`src/rtl/axil_csr_arbiter_pkg.sv`:
```
// Shared types and constants for the AXI4-Lite CSR arbiter.
// Latency: n/a (declarations only).
// Backpressure: n/a (declarations only).
package axil_arb_pkg;

    // Sequencer states; one AXI4-Lite transaction is in flight at a time.
    typedef enum logic [2:0] {
        ST_IDLE    = 3'd0,
        ST_WR_AW_W = 3'd1,
        ST_WR_B    = 3'd2,
        ST_RD_AR   = 3'd3,
        ST_RD_R    = 3'd4,
        ST_ACK     = 3'd5
    } axil_arb_state_e;

    // AXI response codes; the arbiter forwards these, it never creates them.
    localparam logic [1:0] RESP_OKAY   = 2'b00;
    localparam logic [1:0] RESP_SLVERR = 2'b10;

endpackage

```
`src/rtl/axil_csr_arbiter_rr_arbiter.sv`:
```
// Round-robin pick: first set request at or above the pointer, wrapping.
// Latency: purely combinational, zero cycles.
// Backpressure: none; caller decides when the pick is consumed.
module rr_arbiter #(
    parameter int N_REQ = 2,
    localparam int IDX_W = $clog2(N_REQ)
) (
    input  logic [N_REQ-1:0] i_req,
    input  logic [IDX_W-1:0] i_ptr,
    output logic [N_REQ-1:0] o_grant,
    output logic [IDX_W-1:0] o_idx,
    output logic             o_any
);

    localparam logic [IDX_W:0] N_W = (IDX_W+1)'(N_REQ);

    logic [2*N_REQ-1:0] w_dbl;
    logic [N_REQ-1:0]   w_rot;
    logic [IDX_W-1:0]   w_off;
    logic [IDX_W:0]     w_sum;

    // Rotate so the pointer position lands at bit 0; the doubled vector gives the wrap for free.
    assign w_dbl = {i_req, i_req};
    assign w_rot = w_dbl[i_ptr +: N_REQ];

    // Lowest set bit of the rotated vector is the distance from the pointer to the winner.
    always_comb begin
        w_off = '0;
        for (int k = N_REQ - 1; k >= 0; k--) begin
            if (w_rot[k]) begin
                w_off = IDX_W'(k);
            end
        end
    end

    assign w_sum   = {1'b0, i_ptr} + {1'b0, w_off};
    assign o_idx   = (w_sum >= N_W) ? IDX_W'(w_sum - N_W) : w_sum[IDX_W-1:0];
    assign o_any   = |i_req;
    assign o_grant = o_any ? (N_REQ'(1) << o_idx) : '0;

endmodule

```
`src/rtl/axil_csr_arbiter.sv`:
```
// Shares one AXI4-Lite CSR slave between N_REQ hold-until-ack requesters, round-robin.
// Latency: grant on the sampling edge, then AW/W (or AR), B (or R), and a one-cycle ack.
// Backpressure: each AXI channel waits on its ready/valid; requesters wait on req_ack.
module axil_csr_arbiter
    import axil_arb_pkg::*;
#(
    parameter int N_REQ      = 2,
    parameter int ADDR_WIDTH = 32,
    parameter int DATA_WIDTH = 32,
    localparam int STRB_W    = DATA_WIDTH / 8,
    localparam int IDX_W     = $clog2(N_REQ)
) (
    input  logic                          clk,
    input  logic                          rst_n,
    input  logic [N_REQ-1:0]              req_valid,
    input  logic [N_REQ-1:0]              req_we,
    input  logic [N_REQ*ADDR_WIDTH-1:0]   req_addr,
    input  logic [N_REQ*DATA_WIDTH-1:0]   req_wdata,
    input  logic [N_REQ*STRB_W-1:0]       req_wstrb,
    output logic [N_REQ-1:0]              req_ack,
    output logic [DATA_WIDTH-1:0]         rsp_rdata,
    output logic [1:0]                    rsp_resp,
    output logic [ADDR_WIDTH-1:0]         m_awaddr,
    output logic                          m_awvalid,
    input  logic                          m_awready,
    output logic [DATA_WIDTH-1:0]         m_wdata,
    output logic [STRB_W-1:0]             m_wstrb,
    output logic                          m_wvalid,
    input  logic                          m_wready,
    input  logic [1:0]                    m_bresp,
    input  logic                          m_bvalid,
    output logic                          m_bready,
    output logic [ADDR_WIDTH-1:0]         m_araddr,
    output logic                          m_arvalid,
    input  logic                          m_arready,
    input  logic [DATA_WIDTH-1:0]         m_rdata,
    input  logic [1:0]                    m_rresp,
    input  logic                          m_rvalid,
    output logic                          m_rready
);

    localparam logic [IDX_W-1:0] LAST_IDX = IDX_W'(N_REQ - 1);

    axil_arb_state_e       r_state;
    logic [IDX_W-1:0]      r_ptr;
    logic [IDX_W-1:0]      r_idx;
    logic [N_REQ-1:0]      r_grant;
    logic [ADDR_WIDTH-1:0] r_addr;
    logic [DATA_WIDTH-1:0] r_wdata;
    logic [STRB_W-1:0]     r_wstrb;
    logic                  r_awvalid;
    logic                  r_wvalid;
    logic                  r_bready;
    logic                  r_arvalid;
    logic                  r_rready;
    logic [N_REQ-1:0]      r_ack;
    logic [DATA_WIDTH-1:0] r_rdata;
    logic [1:0]            r_resp;

    logic [N_REQ-1:0]      w_grant;
    logic [IDX_W-1:0]      w_idx;
    logic                  w_any;
    logic                  w_aw_done;
    logic                  w_w_done;

    rr_arbiter #(
        .N_REQ (N_REQ)
    ) u_rr (
        .i_req   (req_valid),
        .i_ptr   (r_ptr),
        .o_grant (w_grant),
        .o_idx   (w_idx),
        .o_any   (w_any)
    );

    // A write address/data phase counts as done once its valid has been accepted,
    // either on an earlier edge (valid already dropped) or on this one.
    assign w_aw_done = ~r_awvalid | m_awready;
    assign w_w_done  = ~r_wvalid  | m_wready;

    // Transaction sequencer: grant, run one AXI4-Lite transfer, pulse the ack, advance the pointer.
    always_ff @(posedge clk or negedge rst_n) begin
        if (!rst_n) begin
            r_state   <= ST_IDLE;
            r_ptr     <= '0;
            r_idx     <= '0;
            r_grant   <= '0;
            r_addr    <= '0;
            r_wdata   <= '0;
            r_wstrb   <= '0;
            r_awvalid <= 1'b0;
            r_wvalid  <= 1'b0;
            r_bready  <= 1'b0;
            r_arvalid <= 1'b0;
            r_rready  <= 1'b0;
            r_ack     <= '0;
            r_rdata   <= '0;
            r_resp    <= RESP_OKAY;
        end else begin
            r_ack <= '0;
            case (r_state)
                ST_IDLE: begin
                    if (w_any) begin
                        r_idx   <= w_idx;
                        r_grant <= w_grant;
                        r_addr  <= req_addr[w_idx*ADDR_WIDTH +: ADDR_WIDTH];
                        r_wdata <= req_wdata[w_idx*DATA_WIDTH +: DATA_WIDTH];
                        r_wstrb <= req_wstrb[w_idx*STRB_W +: STRB_W];
                        if (req_we[w_idx]) begin
                            r_awvalid <= 1'b1;
                            r_wvalid  <= 1'b1;
                            r_state   <= ST_WR_AW_W;
                        end else begin
                            r_arvalid <= 1'b1;
                            r_state   <= ST_RD_AR;
                        end
                    end
                end
                ST_WR_AW_W: begin
                    if (r_awvalid && m_awready) begin
                        r_awvalid <= 1'b0;
                    end
                    if (r_wvalid && m_wready) begin
                        r_wvalid <= 1'b0;
                    end
                    if (w_aw_done && w_w_done) begin
                        r_bready <= 1'b1;
                        r_state  <= ST_WR_B;
                    end
                end
                ST_WR_B: begin
                    if (m_bvalid) begin
                        r_resp   <= m_bresp;
                        r_rdata  <= '0;
                        r_bready <= 1'b0;
                        r_ack    <= r_grant;
                        r_state  <= ST_ACK;
                    end
                end
                ST_RD_AR: begin
                    if (m_arready) begin
                        r_arvalid <= 1'b0;
                        r_rready  <= 1'b1;
                        r_state   <= ST_RD_R;
                    end
                end
                ST_RD_R: begin
                    if (m_rvalid) begin
                        r_rdata  <= m_rdata;
                        r_resp   <= m_rresp;
                        r_rready <= 1'b0;
                        r_ack    <= r_grant;
                        r_state  <= ST_ACK;
                    end
                end
                ST_ACK: begin
                    // Requester drops req_valid on this edge; the next pick starts after it.
                    r_ptr   <= (r_idx == LAST_IDX) ? '0 : r_idx + 1'b1;
                    r_state <= ST_IDLE;
                end
                default: begin
                    r_state <= ST_IDLE;
                end
            endcase
        end
    end

    assign req_ack   = r_ack;
    assign rsp_rdata = r_rdata;
    assign rsp_resp  = r_resp;
    assign m_awaddr  = r_addr;
    assign m_awvalid = r_awvalid;
    assign m_wdata   = r_wdata;
    assign m_wstrb   = r_wstrb;
    assign m_wvalid  = r_wvalid;
    assign m_bready  = r_bready;
    assign m_araddr  = r_addr;
    assign m_arvalid = r_arvalid;
    assign m_rready  = r_rready;

endmodule

```
`config.mk`:
```
export PLATFORM = sky130hd
export DESIGN_NAME = axil_csr_arbiter
export DESIGN_NICKNAME = d
export VERILOG_FILES = /design/src/rtl/axil_csr_arbiter_pkg.sv /design/src/rtl/axil_csr_arbiter_rr_arbiter.sv /design/src/rtl/axil_csr_arbiter.sv
export SDC_FILE = /design/constraint.sdc
export NUM_CORES = 1
export LEC_CHECK = 0
export CORE_AREA = 2 2 126 128
export CTS_BUF_LIST = sky130_fd_sc_hd__clkbuf_8
export CTS_CLUSTER_SIZE = 10
export DETAILED_ROUTE_END_ITERATION = 8
export DIE_AREA = 0 0 128 130
export PLACE_DENSITY_LB_ADDON = 0.3
export SETUP_SLACK_MARGIN = 0.3
export SLEW_MARGIN = 15
export SYNTH_ARGS = -nofsm -noshare
export SYNTH_HDL_FRONTEND = slang
export SYNTH_SLANG_ARGS = --single-unit
```
`constraint.sdc`:
```
create_clock -name clk -period 2 [get_ports clk]
set_input_delay 0.6 -clock clk [delete_from_list [all_inputs] [get_ports clk]]
set_output_delay 0.6 -clock clk [all_outputs]
set_load 0.1 [all_outputs]
```
==> run_1/wires.png <==
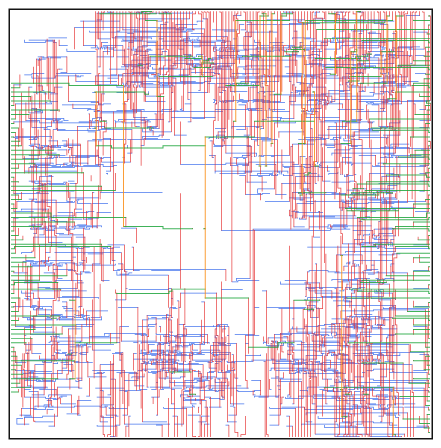
legend:
  red:
    layer: metal 2
    wire_length: 10600 um
  orange:
    layer: metal 4
    wire_length: 655 um
  green:
    layer: metal 3
    wire_length: 1910 um
  blue:
    layer: metal 1
    wire_length: 7430 um
total via count in the routed design: 5227
post-detailed-routing wire length: 20600 um
detailed-route wire length per cell: 20.5 um
total global-route track usage: 0.230

==> run_1/clk_routes.png <==
Scale bar: 50 um.
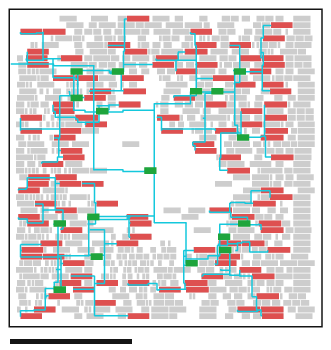
legend:
  green:
    item: clock drivers
    count: 17
  red:
    item: flip-flops
    count: 115
  cyan:
    item: clock wires
    length: 1510 um
routed clock nets: 18
flops lie: all over the die
clock latency of the later-clocked register in the worst-skew pair: 430 ps

==> run_1/detail.png <==
Window x 44 to 84, y 19 to 59 um. Cells in grey, sequential cells in the stronger grey; small squares are vias.
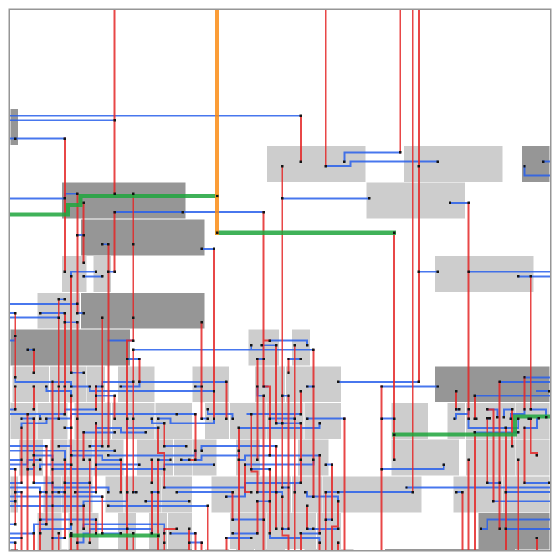
legend:
  red:
    layer: metal 2
  blue:
    layer: metal 1
  orange:
    layer: metal 4
  green:
    layer: metal 3
netlist names of flops here include: r_state (3)
most frequent: buf_4 (9), dfrtp_1 (6)
sequential cells in the window: 6
cells with their middle in the window: 65

==> out/qor.tcl, run 1 <==
set qor(finalWeightedCongestion) 0.873
set qor(wire_length_of_the_first_global_routing_pass_um) 29300
set qor(die-area_mm2) 0.0166
set qor(worstPathMaxFanout) 3
set qor(postLayoutSetupSlackWorst_ps) 311
set qor(ys_sh_adder) 0
set qor(final_util) 0.678
set qor(placedCellCount) 956
set qor(io_pins) 324
set qor(cp_num_buf_inv) 1
set qor(r2r_start) {r_ptr}
set qor(layout.area.top_class) {buffers}
set qor(area.combinational_mm2) 0.00151
set qor(first_pass_iters) 9
set qor(synth_area_mm2) 0.00506
set qor(seq_area_frac_synth) 0.568
set qor(finClkSkew_ps) 9.78
set qor(setup_slack_reg_to_reg_ps) 320
set qor(worstHoldPathType) {in2async}
set qor(floorplan.die.height_um) 130
set qor(route.layer.met1.wl_um) 7430
set qor(post-route-period-util) 0.844
set qor(endpoint) {m_araddr[0]}
set qor(grt_pass1_vias) 5150
set qor(rr_worst_depth) 5
set qor(finalHoldWorstSlack_ps) 83.9
set qor(final_common_cell) {sky130_fd_sc_hd__clkdlybuf4s50_1}
set qor(ys_sh_aoi) 0.199
set qor(seq_area_mm2) 0.00292
set qor(synth.top_cells.by_area) {sky130_fd_sc_hd__dfrtp_1 (57%), sky130_fd_sc_hd__a222oi_1 (13%), sky130_fd_sc_hd__inv_1 (5.6%)}
set qor(timing.critical_path.to_type) {output port}
set qor(synth.largest_area_cell) {sky130_fd_sc_hd__dfrtp_1}
set qor(worstMarginPinSlew_ps) 384
set qor(global_route.peak_usage_layer) {met2}
set qor(critPathRequiredTime_ps) 1400
set qor(fp_util) 0.328
set qor(logic_family) {AND-OR/OR-AND gates}
set qor(xor_share) 0
set qor(yosys.cell_types.count) 30
set qor(run_status) {completed}
set qor(gr-usage-met1) 0.259
set qor(core.rowCount) 46
set qor(layout.clock.cell_area_share) 0.0353
set qor(warnings) 28
set qor(grt_start_max_net_pins) 69
set qor(diodes) 1
set qor(finalHoldViolations) 0
set qor(post_synth.cell_area_avg_um2) 10.3
set qor(total_negative_slack_for_setup_checks_ps) 0
set qor(finish.instance_area_mm2) 0.0105
set qor(post-cts-setup-buffers) 4
set qor(route.detailed.vias_per_inst) 5.20
set qor(comb-cell-share) 0.144
set qor(worst-path-stages) 1
set qor(inv_count) 76
set qor(drcViolationCount) 0
set qor(met3RoutedLength_um) 1910
set qor(detail_route.iter0.violations) 580
set qor(syn2layout_area_growth_pct) 107
set qor(final_cells) 1005
set qor(r2r_end) {m_araddr[12]}
set qor(simple_gate_area_share_of_the_yosys_netlist) 0.0835
set qor(relative_slew_slack) 0.744
set qor(cts_inserted_buffers) 17
set qor(critical_path.max_stage_delay_ps) 470
set qor(fin_nets) 983
set qor(cts_tree) {yes}
set qor(nMultiInputCombCells) 231
set qor(crit_path_kind) {reg2out}
set qor(seq_area_frac) 0.279
set qor(post_synth_mux_area_share) 0.00791
set qor(met2_wirelength_um) 10600
set qor(cts-resized-gates) 1
set qor(tritoncts_num_sinks) 115
set qor(die_width_um) 128
set qor(clk_path_buf_depth) 2
set qor(timing.final.setup_violations) 0
set qor(ys_dominant_reg_cell) {sky130_fd_sc_hd__dfrtp_1}
run 1: flip-flops by register name (all words and copies together) (netlist names):
| signal | count |
|---|---|
| rsp_resp | 2 |
| r_state | 3 |
| req_ack | 2 |
| r_grant | 1 |
| m_arvalid | 1 |
| m_araddr | 32 |
| rsp_rdata | 32 |
| m_wdata | 32 |
| r_idx | 1 |
| m_wvalid | 1 |
| m_bready | 1 |
| m_awvalid | 1 |
| m_wstrb | 4 |
| m_rready | 1 |
| r_ptr | 1 |
==> run 1 -> run 2 <==
Settings changed: CORE_AREA 2 2 126 128 to not set, CORE_ASPECT_RATIO set to 0.7, CORE_UTILIZATION set to 34, DIE_AREA 0 0 128 130 to not set.
Clock period 2 ns to 1.5 ns, I/O delays scaled along.
==> run_2/wires.png <==
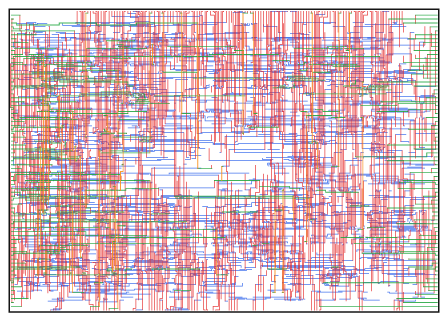
legend:
  blue:
    layer: metal 1
    wire_length: 10000 um
  orange:
    layer: metal 4
    wire_length: 1200 um
  red:
    layer: metal 2
    wire_length: 15600 um
  green:
    layer: metal 3
    wire_length: 3060 um

==> out/qor.tcl, run 2 <==
set qor(simple_gate_area_share_of_the_yosys_netlist) 0.0835 ;# unchanged
set qor(seq_area_frac_synth) 0.568 ;# unchanged
set qor(final_common_cell) {sky130_fd_sc_hd__clkdlybuf4s50_1} ;# unchanged
set qor(top_cell_area_share) 0.568 ;# unchanged
set qor(worstHoldPathType) {in2async} ;# unchanged
set qor(critPathRequiredTime_ps) 1810 ;# was 1400 ps
set qor(met3RoutedLength_um) 3060 ;# was 1910 um
set qor(r2r_end) {m_wdata[2]} ;# was m_araddr[12]
set qor(route.detailed.vias_per_inst) 5.64 ;# was 5.20
set qor(cts-resized-gates) 113 ;# was 1
set qor(ys_sh_aoi) 0.199 ;# unchanged
set qor(crit_family) {AND-OR/OR-AND gates} ;# was flip-flops
set qor(drt-wirelength-per-cell_um) 27.2 ;# was 20.5 um
set qor(ys_dominant_reg_cell) {sky130_fd_sc_hd__dfrtp_1} ;# unchanged
set qor(grt_pass1_vias) 6334 ;# was 5150
set qor(rsz0062_at_grt) {yes} ;# unchanged
set qor(die_width_um) 148 ;# was 128 um
set qor(first_pass_iters) 8 ;# was 9
set qor(layout.filler_cells) 589 ;# was 1075
set qor(final_util) 0.877 ;# was 0.678
set qor(clk_path_buf_depth) 2 ;# unchanged
set qor(finalHoldViolations) 0 ;# unchanged
set qor(placed_cell_area_mm2) 0.0101 ;# was 0.00984 mm^2
set qor(critical_path.startpoint) {r_state[2]} ;# was m_araddr[0]
set qor(critical_path.max_stage_delay_ps) 420 ;# was 470 ps
set qor(cts_inserted_buffers) 17 ;# unchanged
set qor(synth_area_mm2) 0.00506 ;# unchanged
set qor(worst_setup_hold_path_clk_slew_ps) 100 ;# was 70 ps
set qor(setup_slack_reg_to_reg_ps) -310 ;# was 320 ps
set qor(fin_nets) 1078 ;# was 983
set qor(tritoncts_num_sinks) 115 ;# unchanged
set qor(ys_top_cells_by_count) {sky130_fd_sc_hd__dfrtp_1 (115), sky130_fd_sc_hd__inv_1 (76), sky130_fd_sc_hd__nand2_1 (73)} ;# unchanged
set qor(synth.largest_area_cell) {sky130_fd_sc_hd__dfrtp_1} ;# unchanged
set qor(failed_checks) {setup timing}
set qor(finish.instance_area_mm2) 0.0125 ;# was 0.0105 mm^2
set qor(syn2layout_area_growth_pct) 147 ;# was 107%
set qor(cts_tree) {yes} ;# unchanged
set qor(crit_path_kind) {reg2reg} ;# was reg2out
set qor(finClkSkew_ps) 25.3 ;# was 9.78 ps
set qor(met2_wirelength_um) 15600 ;# was 10600 um
set qor(top_layer) {met4} ;# unchanged
set qor(route.layer.met1.wl_um) 10000 ;# was 7430 um
set qor(floorplan.die.height_um) 104 ;# was 130 um
set qor(finalWeightedCongestion) 0.869 ;# was 0.873
set qor(detail_route.iter0.violations) 815 ;# was 580
set qor(global_route.peak_usage_layer) {met2} ;# unchanged
set qor(period_minus_slack_ps) 1810
set qor(drcViolationCount) 0 ;# unchanged
set qor(core.rowCount) 36 ;# was 46
set qor(post_synth_mux_area_share) 0.00791 ;# unchanged
set qor(seq_area_mm2) 0.00310 ;# was 0.00292 mm^2
set qor(r2r_start) {r_state[2]} ;# was r_ptr
set qor(root_buffer) {sky130_fd_sc_hd__clkbuf_8} ;# unchanged
set qor(post-cts-setup-buffers) 50 ;# was 4
set qor(xor_share) 0 ;# unchanged
set qor(fp_util) 0.356 ;# was 0.328
set qor(rr_worst_depth) 6 ;# was 5
set qor(grt_start_max_net_pins) 52 ;# was 69
set qor(placement.io_buffers) 323 ;# unchanged
set qor(cp_data_arrival_time_ps) 2120 ;# was 1090 ps
set qor(relative_slew_slack) 0.686 ;# was 0.744
set qor(vias) 6199 ;# was 5227
set qor(netlist_instances) 491 ;# unchanged
set qor(die-area_mm2) 0.0154 ;# was 0.0166 mm^2
set qor(run_status) {finished, violations left} ;# was completed
set qor(gr-usage-met1) 0.358 ;# was 0.259
set qor(timing.final.setup_violations) 198 ;# was 0
set qor(crit_path_cell_trace) {nor3_4 -> buf_6 -> o21ai_4 -> clkbuf_16 -> a222oi_1 -> inv_1} ;# was buf_12
set qor(ys_sh_adder) 0 ;# unchanged
set qor(endpoint) {m_wdata[2]} ;# was m_araddr[0]
set qor(worst-path-stages) 6 ;# was 1
set qor(yosys_warnings) 0 ;# unchanged
set qor(synth.top_cells.by_area) {sky130_fd_sc_hd__dfrtp_1 (57%), sky130_fd_sc_hd__a222oi_1 (13%), sky130_fd_sc_hd__inv_1 (5.6%)} ;# unchanged
set qor(cp_num_buf_inv) 3 ;# was 1
set qor(wire_length_of_the_first_global_routing_pass_um) 37100 ;# was 29300 um
set qor(groute.layer.met3.usage) 0.109 ;# was 0.0959
set qor(worstMarginPinSlew_ps) 471 ;# was 384 ps
set qor(detailedPlacementHpwl_um) 14900 ;# about the same
set qor(final_cells) 1100 ;# was 1005
set qor(post-route-period-util) 1.21
set qor(timing.critical_path.to_type) {flip-flop} ;# was output port
set qor(total_negative_slack_for_setup_checks_ps) -17240 ;# was 0 ps
set qor(area.combinational_mm2) 0.00201 ;# was 0.00151 mm^2
set qor(post_synth.cell_area_avg_um2) 10.3 ;# unchanged
set qor(worstPathMaxFanout) 25 ;# was 3
set qor(cts_hold_repair.buffers) 1 ;# was 0
set qor(grt-ovfl-total) 0 ;# unchanged
set qor(yosys.cell_types.count) 30 ;# unchanged
set qor(warnings) 29 ;# was 28
set qor(clk-insertion-delay-late_ps) 450 ;# was 430 ps
set qor(placedCellCount) 964 ;# was 956
set qor(cap_violations) 0 ;# unchanged
set qor(numSynthFlops) 115 ;# unchanged
set qor(logic_family) {AND-OR/OR-AND gates} ;# unchanged
set qor(globalRouteTotalUtil) 0.326 ;# was 0.230
set qor(io_pins) 324 ;# unchanged
set qor(postRouteWirelength_um) 29900 ;# was 20600 um
set qor(yosys_cells) 491 ;# unchanged
set qor(finalHoldWorstSlack_ps) 480 ;# was 83.9 ps
set qor(postLayoutSetupSlackWorst_ps) -313 ;# was 311 ps
==> run_2/detail.png <==
Window x 54 to 94, y 11 to 51 um. Cells in grey, sequential cells in the stronger grey; small squares are vias.
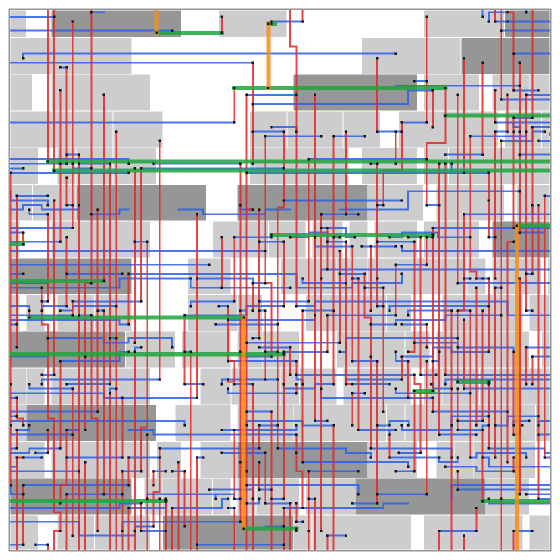
legend:
  blue:
    layer: metal 1
  green:
    layer: metal 3
  orange:
    layer: metal 4
  red:
    layer: metal 2
netlist names of flops here include: rsp_rdata (6), r_state (2), rsp_resp (2)
most frequent: buf_4 (14), nand2_1 (11)
cells with their middle in the window: 107
sequential cells in the window: 12

run 2: cell type report:
type                            instances  share of cell area
Timing Repair Buffer                  453               0.510
Sequential cell                       115               0.248
Clock buffer                           19              0.0210
Tap cell                              190              0.0190
Inverter                               76              0.0229
Antenna cell                            2            0.000401
Multi-Input combinational cell        232               0.161
Clock inverter                         13              0.0183
run 2: logic make-up (layout without fill, tap and decap cells):
| kind of cell | Yosys count | count (layout) |
|---|---|---|
| buffers and inverters | 145 | 561 |
| flip-flops | 115 | 115 |
| multiplexers | 4 | 4 |
| AND-OR/OR-AND | 128 | 128 |
| other | 0 | 2 |
| AND/OR/NAND/NOR | 99 | 100 |
